===== src/rtl/multi_byte_seq_if.sv =====
// Bus bundle for multi_byte_seq: request/control, register-file ports,
// ALU drive/return and status. The master side is the sequencer itself.
interface multi_byte_seq_if #(
  parameter int ADDR_W = 4
);
  logic              START;
  logic [1:0]        MODE;
  logic [1:0]        LEN;
  logic [ADDR_W-1:0] A_BASE;
  logic [ADDR_W-1:0] B_BASE;
  logic [ADDR_W-1:0] D_BASE;
  logic              ABORT;

  logic [ADDR_W-1:0] RD_ADDR_A;
  logic [ADDR_W-1:0] RD_ADDR_B;
  logic [7:0]        RD_DATA_A;
  logic [7:0]        RD_DATA_B;

  logic [7:0]        ALU_A;
  logic [7:0]        ALU_B;
  logic [2:0]        ALU_OP;
  logic [2:0]        ALU_FUNC;
  logic              ALU_OVF_IN;
  logic [7:0]        ALU_OUT;
  logic              ALU_OVF_OUT;

  logic              WR_EN;
  logic [ADDR_W-1:0] WR_ADDR;
  logic [7:0]        WR_DATA;

  logic              BUSY;
  logic              DONE;
  logic              ERR;
  logic              CARRY;

  modport master (
    input  START, MODE, LEN, A_BASE, B_BASE, D_BASE, ABORT,
    input  RD_DATA_A, RD_DATA_B, ALU_OUT, ALU_OVF_OUT,
    output RD_ADDR_A, RD_ADDR_B, ALU_A, ALU_B, ALU_OP, ALU_FUNC, ALU_OVF_IN,
    output WR_EN, WR_ADDR, WR_DATA, BUSY, DONE, ERR, CARRY
  );

  modport slave (
    output START, MODE, LEN, A_BASE, B_BASE, D_BASE, ABORT,
    output RD_DATA_A, RD_DATA_B, ALU_OUT, ALU_OVF_OUT,
    input  RD_ADDR_A, RD_ADDR_B, ALU_A, ALU_B, ALU_OP, ALU_FUNC, ALU_OVF_IN,
    input  WR_EN, WR_ADDR, WR_DATA, BUSY, DONE, ERR, CARRY
  );
endinterface


===== src/rtl/multi_byte_seq.sv =====
// Multi-byte ADD / shift sequencer. Walks an operand of 1..4 bytes through
// an external 8-bit ALU, one byte per cycle, chaining carry/shift-out
// between bytes and writing each result byte back to the register file.
//
// state | meaning
// IDLE  | waiting for START; all bus drives parked at idle values
// RUN   | processing byte i of LEN+1, one write per cycle
module multi_byte_seq #(
  parameter int         ADDR_W   = 4,
  parameter logic [2:0] OP_OTYPE = 3'b111
) (
  input logic              CLK,
  input logic              RESET_N,
  multi_byte_seq_if.master bus
);

  localparam logic [2:0] OP_LW       = 3'b100;
  localparam logic [2:0] OP_ADD      = 3'b000;
  localparam logic [2:0] FN_NONE     = 3'b000;
  localparam logic [2:0] FN_SHIFTL_O = 3'b001;
  localparam logic [2:0] FN_SHIFTR_O = 3'b010;

  localparam logic [1:0] MODE_ADD = 2'b00;
  localparam logic [1:0] MODE_SHL = 2'b01;
  localparam logic [1:0] MODE_SHR = 2'b10;
  localparam logic [1:0] MODE_ILL = 2'b11;

  typedef enum logic {S_IDLE = 1'b0, S_RUN = 1'b1} state_t;

  state_t            state_q, state_nx;
  logic [1:0]        mode_q;
  logic [1:0]        len_q;
  logic [1:0]        i_q;
  logic              c_q;
  logic              carry_q;
  logic              done_q;
  logic              err_q;
  logic [ADDR_W-1:0] a_q, b_q, d_q;
  logic [1:0]        k;

  // SHR walks from the MSB down so each shift-out feeds the next lower byte
  assign k = (mode_q == MODE_SHR) ? (len_q - i_q) : i_q;

  // State register
  always_ff @(posedge CLK or negedge RESET_N) begin
    if (!RESET_N) state_q <= S_IDLE;
    else          state_q <= state_nx;
  end

  // Next state and all combinational bus drives
  always_comb begin
    state_nx       = state_q;
    bus.RD_ADDR_A  = '0;
    bus.RD_ADDR_B  = '0;
    bus.ALU_A      = 8'h00;
    bus.ALU_B      = 8'h00;
    bus.ALU_OP     = OP_LW;
    bus.ALU_FUNC   = FN_NONE;
    bus.ALU_OVF_IN = 1'b0;
    bus.WR_EN      = 1'b0;
    bus.WR_ADDR    = '0;
    bus.WR_DATA    = 8'h00;
    case (state_q)
      S_IDLE: begin
        if (bus.START && bus.MODE != MODE_ILL) state_nx = S_RUN;
      end
      S_RUN: begin
        bus.RD_ADDR_A  = a_q + ADDR_W'(k);
        bus.RD_ADDR_B  = b_q + ADDR_W'(k);
        bus.WR_ADDR    = d_q + ADDR_W'(k);
        bus.ALU_A      = bus.RD_DATA_A;
        bus.ALU_OVF_IN = c_q;
        bus.WR_DATA    = bus.ALU_OUT;
        case (mode_q)
          MODE_SHL: begin
            bus.ALU_OP   = OP_OTYPE;
            bus.ALU_FUNC = FN_SHIFTL_O;
          end
          MODE_SHR: begin
            bus.ALU_OP   = OP_OTYPE;
            bus.ALU_FUNC = FN_SHIFTR_O;
          end
          default: begin
            bus.ALU_OP = OP_ADD;
            bus.ALU_B  = bus.RD_DATA_B;
          end
        endcase
        if (bus.ABORT) begin
          state_nx = S_IDLE;
        end else begin
          bus.WR_EN = 1'b1;
          if (i_q == len_q) state_nx = S_IDLE;
        end
      end
      default: state_nx = S_IDLE;
    endcase
  end

  // Operation context, byte counter, carry chain and status pulses
  always_ff @(posedge CLK or negedge RESET_N) begin
    if (!RESET_N) begin
      mode_q  <= MODE_ADD;
      len_q   <= 2'd0;
      i_q     <= 2'd0;
      c_q     <= 1'b0;
      carry_q <= 1'b0;
      done_q  <= 1'b0;
      err_q   <= 1'b0;
      a_q     <= '0;
      b_q     <= '0;
      d_q     <= '0;
    end else begin
      done_q <= 1'b0;
      err_q  <= 1'b0;
      if (state_q == S_IDLE) begin
        if (bus.START && bus.MODE == MODE_ILL) begin
          err_q <= 1'b1;
        end else if (bus.START) begin
          mode_q <= bus.MODE;
          len_q  <= bus.LEN;
          a_q    <= bus.A_BASE;
          b_q    <= bus.B_BASE;
          d_q    <= bus.D_BASE;
          i_q    <= 2'd0;
          c_q    <= 1'b0;
        end
      end else if (!bus.ABORT) begin
        c_q <= bus.ALU_OVF_OUT;
        i_q <= i_q + 2'd1;
        if (i_q == len_q) begin
          carry_q <= bus.ALU_OVF_OUT;
          done_q  <= 1'b1;
        end
      end
    end
  end

  assign bus.BUSY  = (state_q == S_RUN);
  assign bus.DONE  = done_q;
  assign bus.ERR   = err_q;
  assign bus.CARRY = carry_q;

endmodule


===== src/flat_wrapper.sv =====
// flat-port wrapper written by rule: the top's interface ports become plain ports
module multi_byte_seq_flat 
#(
  parameter int         ADDR_W   = 4,
  parameter logic [2:0] OP_OTYPE = 3'b111
)
  (CLK, RESET_N, bus_START, bus_MODE, bus_LEN, bus_A_BASE, bus_B_BASE, bus_D_BASE, bus_ABORT, bus_RD_DATA_A, bus_RD_DATA_B, bus_ALU_OUT, bus_ALU_OVF_OUT, bus_RD_ADDR_A, bus_RD_ADDR_B, bus_ALU_A, bus_ALU_B, bus_ALU_OP, bus_ALU_FUNC, bus_ALU_OVF_IN, bus_WR_EN, bus_WR_ADDR, bus_WR_DATA, bus_BUSY, bus_DONE, bus_ERR, bus_CARRY);
  multi_byte_seq_if #(.ADDR_W(ADDR_W)) bus_i ();
  input logic CLK;
  input logic RESET_N;
  input wire logic [$bits(bus_i.START)-1:0] bus_START;
  input wire logic [$bits(bus_i.MODE)-1:0] bus_MODE;
  input wire logic [$bits(bus_i.LEN)-1:0] bus_LEN;
  input wire logic [$bits(bus_i.A_BASE)-1:0] bus_A_BASE;
  input wire logic [$bits(bus_i.B_BASE)-1:0] bus_B_BASE;
  input wire logic [$bits(bus_i.D_BASE)-1:0] bus_D_BASE;
  input wire logic [$bits(bus_i.ABORT)-1:0] bus_ABORT;
  input wire logic [$bits(bus_i.RD_DATA_A)-1:0] bus_RD_DATA_A;
  input wire logic [$bits(bus_i.RD_DATA_B)-1:0] bus_RD_DATA_B;
  input wire logic [$bits(bus_i.ALU_OUT)-1:0] bus_ALU_OUT;
  input wire logic [$bits(bus_i.ALU_OVF_OUT)-1:0] bus_ALU_OVF_OUT;
  output wire logic [$bits(bus_i.RD_ADDR_A)-1:0] bus_RD_ADDR_A;
  output wire logic [$bits(bus_i.RD_ADDR_B)-1:0] bus_RD_ADDR_B;
  output wire logic [$bits(bus_i.ALU_A)-1:0] bus_ALU_A;
  output wire logic [$bits(bus_i.ALU_B)-1:0] bus_ALU_B;
  output wire logic [$bits(bus_i.ALU_OP)-1:0] bus_ALU_OP;
  output wire logic [$bits(bus_i.ALU_FUNC)-1:0] bus_ALU_FUNC;
  output wire logic [$bits(bus_i.ALU_OVF_IN)-1:0] bus_ALU_OVF_IN;
  output wire logic [$bits(bus_i.WR_EN)-1:0] bus_WR_EN;
  output wire logic [$bits(bus_i.WR_ADDR)-1:0] bus_WR_ADDR;
  output wire logic [$bits(bus_i.WR_DATA)-1:0] bus_WR_DATA;
  output wire logic [$bits(bus_i.BUSY)-1:0] bus_BUSY;
  output wire logic [$bits(bus_i.DONE)-1:0] bus_DONE;
  output wire logic [$bits(bus_i.ERR)-1:0] bus_ERR;
  output wire logic [$bits(bus_i.CARRY)-1:0] bus_CARRY;
  assign bus_i.START = bus_START;
  assign bus_i.MODE = bus_MODE;
  assign bus_i.LEN = bus_LEN;
  assign bus_i.A_BASE = bus_A_BASE;
  assign bus_i.B_BASE = bus_B_BASE;
  assign bus_i.D_BASE = bus_D_BASE;
  assign bus_i.ABORT = bus_ABORT;
  assign bus_i.RD_DATA_A = bus_RD_DATA_A;
  assign bus_i.RD_DATA_B = bus_RD_DATA_B;
  assign bus_i.ALU_OUT = bus_ALU_OUT;
  assign bus_i.ALU_OVF_OUT = bus_ALU_OVF_OUT;
  assign bus_RD_ADDR_A = bus_i.RD_ADDR_A;
  assign bus_RD_ADDR_B = bus_i.RD_ADDR_B;
  assign bus_ALU_A = bus_i.ALU_A;
  assign bus_ALU_B = bus_i.ALU_B;
  assign bus_ALU_OP = bus_i.ALU_OP;
  assign bus_ALU_FUNC = bus_i.ALU_FUNC;
  assign bus_ALU_OVF_IN = bus_i.ALU_OVF_IN;
  assign bus_WR_EN = bus_i.WR_EN;
  assign bus_WR_ADDR = bus_i.WR_ADDR;
  assign bus_WR_DATA = bus_i.WR_DATA;
  assign bus_BUSY = bus_i.BUSY;
  assign bus_DONE = bus_i.DONE;
  assign bus_ERR = bus_i.ERR;
  assign bus_CARRY = bus_i.CARRY;
  multi_byte_seq #(.ADDR_W(ADDR_W), .OP_OTYPE(OP_OTYPE)) u_core (.CLK(CLK), .RESET_N(RESET_N), .bus(bus_i));
endmodule

===== config.mk =====
export PLATFORM = sky130hd
export DESIGN_NAME = multi_byte_seq_flat
export DESIGN_NICKNAME = d
export VERILOG_FILES = /design/src/rtl/multi_byte_seq_if.sv /design/src/rtl/multi_byte_seq.sv /design/src/flat_wrapper.sv
export SDC_FILE = /design/constraint.sdc
export NUM_CORES = 1
export LEC_CHECK = 0
export ABC_AREA = 0
export CORE_ASPECT_RATIO = 0.9
export CORE_MARGIN = 5
export CORE_UTILIZATION = 38
export CTS_CLUSTER_DIAMETER = 100
export DETAILED_ROUTE_END_ITERATION = 10
export GPL_TIMING_DRIVEN = 0
export PLACE_DENSITY = 0.81
export SLEW_MARGIN = 15
export SYNTH_ARGS = -nofsm -noshare
export SYNTH_HDL_FRONTEND = slang
export SYNTH_SLANG_ARGS = --single-unit

===== constraint.sdc =====
create_clock -name CLK -period 2.9 [get_ports CLK]
set_input_delay 0.725 -clock CLK [delete_from_list [all_inputs] [get_ports CLK]]
set_output_delay 0.725 -clock CLK [all_outputs]
set_load 0.02 [all_outputs]

Figure 1. Placed standard cells (run 1).
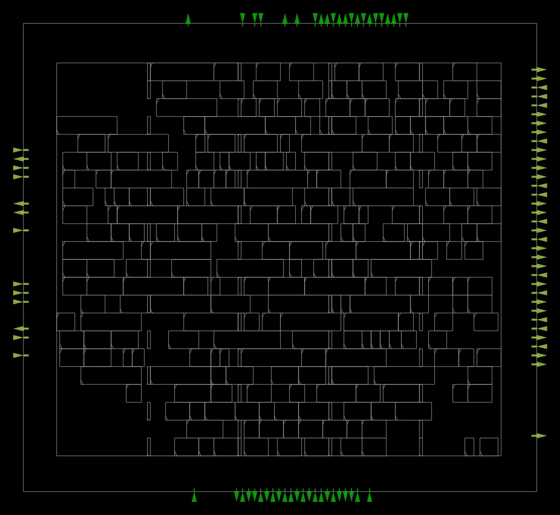
row count: 22
non-filler cells, final: 305
number of fill cells: 309
Seq area share: 0.204

Figure 2. Cell density map (run 1).
The die is cut into 8 by 7 equal tiles; black is low, pale yellow is high, 0 to 100% covered.
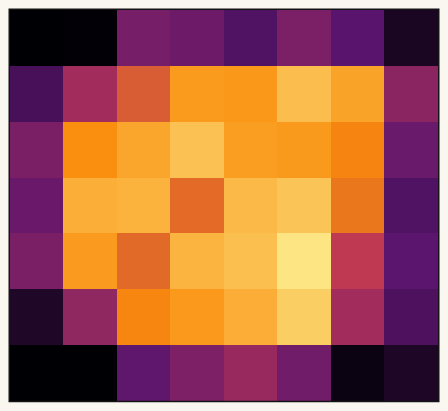
- nearly empty tiles: 7.1%
- mean over tiles: 50%
- densest ninth of the die: centre
- tiles over 75% full: 36%

Figure 3. Nets reached from selected ports (run 1).
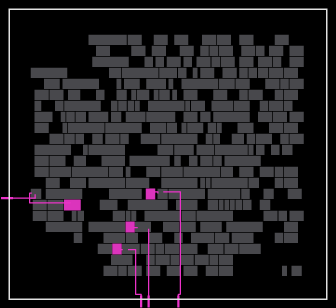
- magenta: `bus_RD_ADDR_A` (bits 4; direction output; end cells 4; buffers 4; wire 84.6 um)

==> results.toml, run 1 <==
# implementation run metrics
[logic_synthesis]
ys_area_um2 = 1590
synth_seq_share = 0.363
syn_inst = 153
synth_cell_types = 31
area_leaders = "dfrtp_1, and2_1, ha_1"
yosysWarnings = 0
yosysCellCount = 153
top_area_cell = "dfrtp_1"

[timing]
min_period_ns = 3.05
fin_setup_tns_ns = -0.726
tightest_slew_ns = 0.552
skew_ns = 0.00521
period_used_share = 1.05
slew_viol_final = 0
setup_ws_ns = -0.155
setup_viol = 9
max_slew_margin = 0.632
rsz0062_at_grt = "true"
timing.fmax_mhz = 327

[grt]
antenna_found_initial = 0
grt_max_degree = 24
grt_overflow_total = 0

[setup_path]
critPathKind = "reg2out"
cp-end-kind = "output pin"
cp-start-kind = "flip-flop"

[routing]
wirelength_um = 4670
drt_iter0_markers = 36
ant_nets = 0
drc = 0
routed_via_density = 4.75

[layout]
final_common_cell = "clkdlybuf4s50_1"
final_cell_mix = "clkdlybuf4s50_1, and2_1, dfrtp_1"
n_antenna_cell = 0
fin_nets = 315
syn2layout_area_growth_pct = 78.2
drive_gt1_frac = 0.276
post-route-util = 0.699
post-route-cell-area_um2 = 2830

[place]
port_buffers = 91
placed_cells = 292
placed_area_um2 = 2560
post-place-ws_ns = -0.590
gp_congestion = 0.751

[clocking]
clkLatencyLatePin_ns = 0.27
cts_buffer_depth = 2
htreeDepth = 1
cts_tree = "yes"
clkSinkCount = 23
clockRootBuffer = "clkbuf_8"
tritoncts.num_buffers = 3
clkTransAtPathRegs_ns = 0.09

[floorplan]
die_h_um = 71.3
fp.dieW_um = 78.1
core_um2 = 4050

[status]
violations = "negative setup slack"
status = "finished with violations"

[pwr]
peakVddDrop_uv = 595

[job]
warning_count = 29

[hold_path]
min_path_type = "in2async"
run 1: registers in the layout (all words and copies together), names as in the netlist:
| signal | flops |
|---|---|
| u_core.a_q | 4 |
| u_core.b_q | 4 |
| u_core.bus.BUSY | 1 |
| u_core.bus.CARRY | 1 |
| u_core.bus.DONE | 1 |
| u_core.bus.ERR | 1 |
| u_core.c_q | 1 |
| u_core.d_q | 4 |
| u_core.i_q | 2 |
| u_core.len_q | 2 |
| u_core.mode_q | 2 |
run 1: timing repair:
item / 4_1_cts / 5_1_grt
endpoints found under the setup margin: 12 / 14
setup buffers: 8 / 1
resized: 78 / 14
pin swaps: 10 / 5
run 1: critical path: stages (launching register included):
cell and delay (ns):
dfrtp_2 0.44, ha_4 0.17, xor2_2 0.13, nand2_2 0.15, xnor2_4 0.19, ha_1 0.29, a21oi_1 0.06, or3_1 0.33
a21boi_2 0.16, buf_6 0.14
run 1: worst paths after layout:
check | slack, ns | cells after the start | startpoint | endpoint
worst max-delay path | -0.15 | 9 | u_core.i_q[0]$_DFFE_PN0P_ | bus_WR_ADDR[3]
worst min-delay path | 0.43 | 1 | RESET_N | u_core.i_q[0]$_DFFE_PN0P_
worst max register to register | 1.24 | 5 | u_core.bus.BUSY$_DFF_PN0_ | u_core.d_q[1]$_DFFE_PN0P_
worst min register to register | 0.52 | 1 | u_core.bus.CARRY$_DFFE_PN0P_ | u_core.bus.CARRY$_DFFE_PN0P_
max in group asynchronous | 2.07 | 1 | RESET_N | u_core.i_q[0]$_DFFE_PN0P_
min in group CLK | 0.52 | 1 | u_core.bus.CARRY$_DFFE_PN0P_ | u_core.bus.CARRY$_DFFE_PN0P_
run 1: routing by layer:
layer	vias up	wire [um]	global-route usage
met4	0	81	0.0244
met2	60	2370	0.293
li1	712	-	-
met1	669	1850	0.191
met3	8	361	0.0440
met5	-	0	0
run 1: cell families after synthesis:
group           after synthesis  share of synthesized area
simple gates                 55                      0.214
flops                        23                      0.363
buf+inv                      22                     0.0725
compound gates               17                     0.0718
mux                          16                      0.129
fa+ha+maj                    12                      0.109
xor+xnor                      7                     0.0386
other cells                   1                    0.00236
run 1: report_power, final:
part           switching (mW)  leakage (nW)  internal [mW]  total, mW
registers               0.126         0.277          0.448      0.575
clock network           0.108        0.0255         0.0960      0.204
logic                   0.995         0.997           1.12       2.11
total                    1.23          1.30           1.66       2.89
run 1: layout make-up:
type | count | area, um^2
Fill cell | 309 | 1220
Multi-Input combinational cell | 108 | 1050
Timing Repair Buffer | 100 | 980
Sequential cell | 23 | 577
Buffer | 9 | 66.3
Tap cell | 48 | 60.1
Inverter | 13 | 48.8
Clock buffer | 3 | 41.3
Clock inverter | 1 | 5.00
run 1: Yosys cell counts:
master and count:
inv_1 13, a32o_1 1, o21ai_0 4, and2_1 27, xor2_1 2, nand2_1 4, o22a_1 2, o211ai_1 1
buf_12 1, a21oi_1 4, nor2b_1 4, mux2i_1 1, or3_1 3, and3_1 9, a21o_1 1, nand2b_4 2
ha_1 9, clkbuf_1 4, conb_1 1, a21boi_0 3, a31o_2 1, xnor2_1 5, nor2_1 4, nand2b_1 2
buf_6 1, buf_2 1, mux2_4 7, mux2_2 8, buf_4 2, dfrtp_1 23, fa_1 3
## Run 2: what changed since run 1
- CTS_CLUSTER_DIAMETER: 100 -> 200
Figure 4. Gate-type map (run 2).
The bar under the picture is 20 um long.
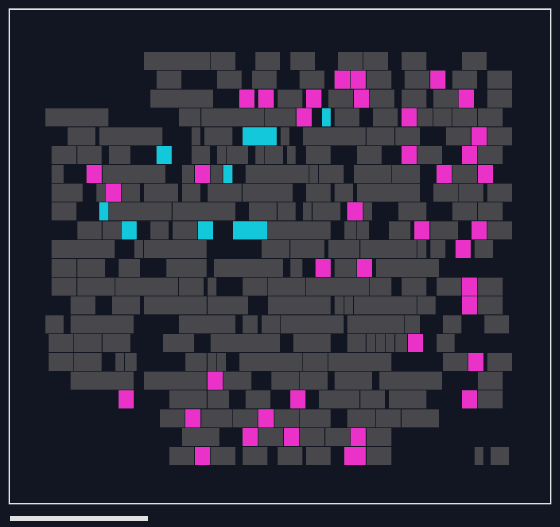
- magenta: and/or cells (cells 39; most used and2_1)
- cyan: nand cells (cells 8; most used nand2_1)

==> results.toml, run 2 <==
# implementation run metrics
[clocking]
htreeDepth = 1
clockRootBuffer = "clkbuf_8"
cts_tree = "yes"
clkLatencyLatePin_ns = 0.27
clkSinkCount = 23
clkTransAtPathRegs_ns = 0.09
cts_buffer_depth = 2
tritoncts.num_buffers = 3

[routing]
wirelength_um = 4670
ant_nets = 0
vias = 1449
drt_iter0_markers = 36
routed_via_density = 4.75
drc = 0

[timing]
slew_viol_final = 0
skew_ns = 0.00521
setup_viol = 9
tightest_slew_ns = 0.552
rsz0062_at_grt = "true"
timing.fmax_mhz = 327
fin_setup_tns_ns = -0.726
period_used_share = 1.05
final-hold-violation-count = 0
setup_ws_ns = -0.155
max_slew_margin = 0.632
min_period_ns = 3.05

[logic_synthesis]
top_area_cell = "dfrtp_1"
async_flop_share = 1.00
ys_area_um2 = 1590
synth_cell_types = 31
area_leaders = "dfrtp_1, and2_1, ha_1"
yosysCellCount = 153
common_cells = "and2_1, dfrtp_1, inv_1"
flop_cell = "dfrtp_1"
syn_inst = 153
yosysWarnings = 0
synth_top_cell_by_count = "and2_1"
synth-edff-count = 0
synth_seq_share = 0.363

[place]
placed_cells = 292
port_buffers = 91
placed_area_um2 = 2560
gp_congestion = 0.751
post-place-ws_ns = -0.590

[pwr]
internal_power_mw = 1.66
power.net_switching_mw = 1.23
p_comb_frac = 0.731
p_sw_frac = 0.425
peakVddDrop_uv = 595
p_seq_frac = 0.199
clkPwrFrac = 0.071

[hold_path]
min_path_type = "in2async"

[layout]
fin_nets = 315
post-route-cell-area_um2 = 2830
final_common_cell = "clkdlybuf4s50_1"
n_antenna_cell = 0
fillCellCount = 309
final_cell_mix = "clkdlybuf4s50_1, and2_1, dfrtp_1"
fin_cells = 305
top_regs = "u_core.a_q: 4 flops, u_core.b_q: 4 flops, u_core.d_q: 4 flops"
drive_gt1_frac = 0.276
syn2layout_area_growth_pct = 78.2

[grt]
track_usage = 0.160
grt_overflow_total = 0
grt_pass1_wl_um = 7400
grt_max_degree = 24
antenna_found_initial = 0

[floorplan]
die_h_um = 71.3
core_um2 = 4050
rows = 22
fp.dieW_um = 78.1

[setup_path]
critPathKind = "reg2out"
cp-start-kind = "flip-flop"
critPathLaunch = "u_core.i_q[0]$_DFFE_PN0P_"
r2r-start = "u_core.bus.BUSY$_DFF_PN0_"
cp-end-kind = "output pin"

[status]
status = "finished with violations"
violations = "negative setup slack"

[job]
warning_count = 29
Figure 5. Nets reached from selected ports (run 2).
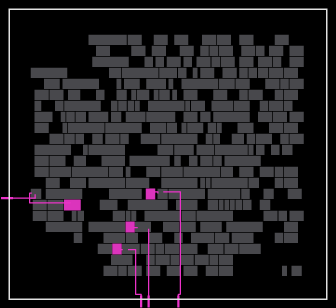
- magenta: `bus_RD_ADDR_A` (bits 4; direction output; end cells 4; buffers 4; wire 84.6 um)

-- run 2: area by class of cell --
cell class	instances	area [um^2]	area share
Buffer	9	66.3	0.0235
Tap cell	48	60.1	0.0212
Inverter	13	48.8	0.0173
Multi-Input combinational cell	108	1050	0.371
Clock inverter	1	5.00	0.00177
Clock buffer	3	41.3	0.0146
Timing Repair Buffer	100	980	0.346
Sequential cell	23	577	0.204
-- run 2: final timing paths --
| kind | end | slack [ns] | depth (start not counted) |
|---|---|---|---|
| max | bus_WR_ADDR[3] | -0.15 | 9 |
| min | u_core.i_q[0]$_DFFE_PN0P_ | 0.43 | 1 |
| max reg2reg | u_core.d_q[1]$_DFFE_PN0P_ | 1.24 | 5 |
| min reg2reg | u_core.bus.CARRY$_DFFE_PN0P_ | 0.52 | 1 |
| max in group asynchronous | u_core.i_q[0]$_DFFE_PN0P_ | 2.07 | 1 |
| min in group CLK | u_core.bus.CARRY$_DFFE_PN0P_ | 0.52 | 1 |
-- run 2: cells by family after synthesis --
| kind of cell | after synthesis | share of synthesized area |
|---|---|---|
| muxes | 16 | 0.129 |
| xor gates and xnor gates | 7 | 0.0386 |
| other | 1 | 0.00236 |
| adders and majority gates | 12 | 0.109 |
| buffers and inverters | 22 | 0.0725 |
| and+or+nand+nor | 55 | 0.214 |
| DFF | 23 | 0.363 |
| AOI/OAI and AO/OA | 17 | 0.0718 |
-- run 2: per-stage QoR --
step	hold slack (ns)	util
after floorplan	0.429	-
after global placement	0.491	0.632
after detailed placement	0.499	0.632
after CTS	0.520	0.683
after global routing	0.471	0.699
final	0.435	0.699
-- run 2: metal layers --
metal  global-route usage  vias to the layer above  wire length [um]
met1                0.191                      669              1850
met5                    0                        -                 0
met2                0.293                       60              2370
li1                     -                      712                 -
met4               0.0244                        0                81
met3               0.0440                        8               361
-- run 2: critical path: stages, from the launching register on --
cell and delay, ns:
dfrtp_2 0.44, ha_4 0.17, xor2_2 0.13, nand2_2 0.15, xnor2_4 0.19, ha_1 0.29
a21oi_1 0.06, or3_1 0.33, a21boi_2 0.16, buf_6 0.14
-- run 2: power by group through the flow --
stage               logic [mW]  registers, mW  clock network (mW)
floorplan                 1.04          0.551                   0
global placement          1.71          0.556                   0
detailed placement        1.73          0.566                   0
CTS                       2.01          0.564               0.209
global route              2.29          0.591               0.228
finish                    2.11          0.575               0.204
-- run 2: what timing repair did --
item | CTS | global route
resized | 78 | 14
hold buffers | 0 | 0
pin swaps | 10 | 5
setup endpoints to repair | 12 | 14
buffers inserted | 8 | 1
## Run 3: what changed since run 2
- SLEW_MARGIN: 15 -> unset
Figure 6. Placed standard cells (run 3).
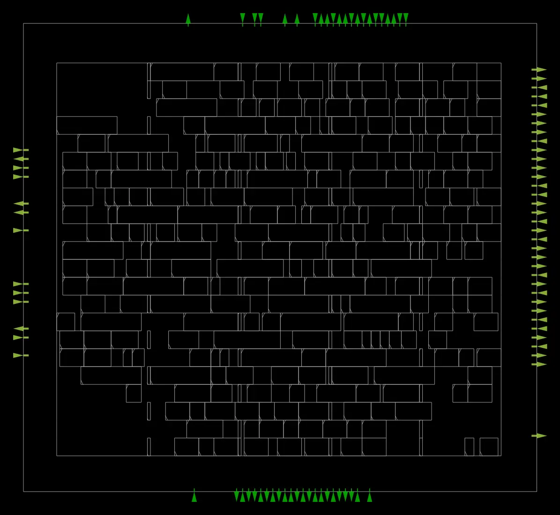
fin util: 0.700
registers: 23
Core Area: 4050 um^2
number of fill cells: 308

==> results.toml, run 3 <==
# implementation run metrics
[status]
status = "finished with violations"
violations = "negative setup slack"

[setup_path]
cp-end-kind = "output pin"
critPathTopFamily = "simple AND/OR/NAND/NOR gates"
cp_num_cells = 9
critPathBufInv = 1
cp_cell_sequence = "ha_4 > xor2_2 > nand2_2 > xnor2_4 > ha_1 > a21oi_1 > or3_1 > a21boi_2 > buf_6"
cp-start-kind = "flip-flop"
cp_slowest_stage_delay_ns = 0.44
cpMaxStageDelayCell = "dfrtp_2"
worstPathMaxFanout = 3
reg2reg_depth = 5

[logic_synthesis]
synth_top_cell_by_count = "and2_1"
common_cells = "and2_1, dfrtp_1, inv_1"
area_leaders = "dfrtp_1, and2_1, ha_1"
synth-edff-count = 0
yosysCellCount = 153
yosysWarnings = 0
synth_cell_types = 31
ys_area_um2 = 1590
ys_ff = 23
async_flop_share = 1.00
flop_cell = "dfrtp_1"
yosys.area.top_type_share = 0.363
syn_avg_cell_area_um2 = 10.4
syn_inst = 153
top_area_cell = "dfrtp_1"

[pwr]
power.net_switching_mw = 1.23
p_comb_frac = 0.731
p_sw_frac = 0.425
internal_power_mw = 1.66
p_seq_frac = 0.199
clkPwrFrac = 0.071

[hold_path]
min_path_type = "reg2reg"
min_from = "u_core.bus.CARRY$_DFFE_PN0P_"
min_path_cells = 1
whs_endpoint = "u_core.bus.CARRY$_DFFE_PN0P_"

[grt]
grt_overflow_total = 0
grt_pass1_wl_um = 7400
grt_max_degree = 24
track_usage = 0.160
antenna_found_initial = 0

[layout]
fin_cells = 305
post-route-cell-area_um2 = 2830
drive_gt1_frac = 0.272
final_common_cell = "clkdlybuf4s50_1"
final_cell_mix = "clkdlybuf4s50_1, and2_1, dfrtp_1"
fin_nets = 315
n_antenna_cell = 0
syn2layout_area_growth_pct = 78.5
top_regs = "u_core.a_q: 4 flops, u_core.b_q: 4 flops, u_core.d_q: 4 flops"

[place]
port_buffers = 91
placed_area_um2 = 2560
gp_congestion = 0.751
placed_cells = 292

[timing]
skew_ns = 0.00522
final-hold-violation-count = 0
slew_viol_final = 0
rsz0062_at_grt = "true"
min_period_ns = 3.05
timing.fmax_mhz = 327
setup_viol = 9
period_used_share = 1.05
tightest_slew_ns = 1.09
max_slew_margin = 0.270
setup_ws_ns = -0.155

[job]
warning_count = 29

[routing]
wirelength_um = 4660
drt_iter0_markers = 36
ant_nets = 0
drc = 0
vias = 1449

[clocking]
clkSinkCount = 23
cts_tree = "yes"
cts_buffer_depth = 2
tritoncts.num_buffers = 3
clkTransAtPathRegs_ns = 0.09
clkLatencyLatePin_ns = 0.27
postCtsHoldBufs = 0
clockRootBuffer = "clkbuf_8"
htreeDepth = 1

[floorplan]
rows = 22
die_h_um = 71.3
fp.dieW_um = 78.1
Figure 7. Signal wires on met3 (run 3).
The bar under the picture is 20 um long.
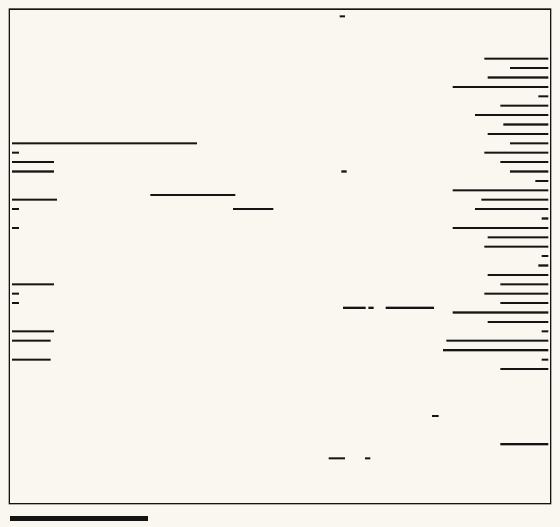
- main direction: horizontal
- longest straight run: 26.4 um
- share of all routed wire: 7.8%
- nets with wire on the layer: 53

[run 3: worst max-delay path by stage]
stage | to | from
4_1_cts | bus_RD_ADDR_A[3] | u_core.i_q[0]$_DFFE_PN0P_
2_1_floorplan | bus_RD_ADDR_B[3] | u_core.i_q[0]$_DFFE_PN0P_
3_3_place_gp | bus_RD_ADDR_A[2] | u_core.i_q[0]$_DFFE_PN0P_
6_report | bus_WR_ADDR[3] | u_core.i_q[0]$_DFFE_PN0P_
5_1_grt | bus_WR_ADDR[3] | u_core.i_q[0]$_DFFE_PN0P_
3_5_place_dp | bus_RD_ADDR_A[2] | u_core.i_q[0]$_DFFE_PN0P_
[run 3: through the flow]
stage	setup TNS [ns]	setup WS [ns]
2_1_floorplan	0	0.0335
3_3_place_gp	-3.99	-0.564
3_5_place_dp	-4.28	-0.590
4_1_cts	-0.745	-0.188
5_1_grt	-1.80	-0.287
6_report	-0.726	-0.155
[run 3: timing repair]
| item | in CTS | in global routing |
|---|---|---|
| pin swaps | 10 | 5 |
| setup buffers | 8 | 1 |
| gates resized | 78 | 14 |
| setup endpoints to repair | 12 | 14 |
[run 3: logic make-up after synthesis]
group                      count (synthesis)  synth area share
buffers and inverters                     22            0.0725
DFF                                       23             0.363
and+or+nand+nor                           55             0.214
adders and majority gates                 12             0.109
muxes                                     16             0.129
other                                      1           0.00236
AOI/OAI and AO/OA                         17            0.0718
xor gates and xnor gates                   7            0.0386
[run 3: routing by layer]
layer,GRT usage,share of wire,vias up
met5,0,0,-
met4,0.0244,0.017,0
met3,0.0440,0.077,8
met2,0.293,0.51,60
met1,0.191,0.40,669
li1,-,-,712
[run 3: power by group through the flow]
stage | combinational (mW) | clock, mW | sequential [mW]
2_1_floorplan | 1.04 | 0 | 0.551
4_1_cts | 2.01 | 0.209 | 0.564
5_1_grt | 2.30 | 0.228 | 0.590
3_3_place_gp | 1.71 | 0 | 0.556
3_5_place_dp | 1.73 | 0 | 0.566
6_report | 2.11 | 0.204 | 0.575
[run 3: final cells by class]
type	instances	area (um^2)	area share
multi-input combinational	108	1050	0.371
inverter	13	48.8	0.0172
clock buffer	3	41.3	0.0146
timing repair buffer	100	985	0.348
sequential	23	577	0.204
buffer	9	66.3	0.0234
tap	48	60.1	0.0212
clock inverter	1	5.00	0.00177
Power is estimated from default activity; no workload was simulated.
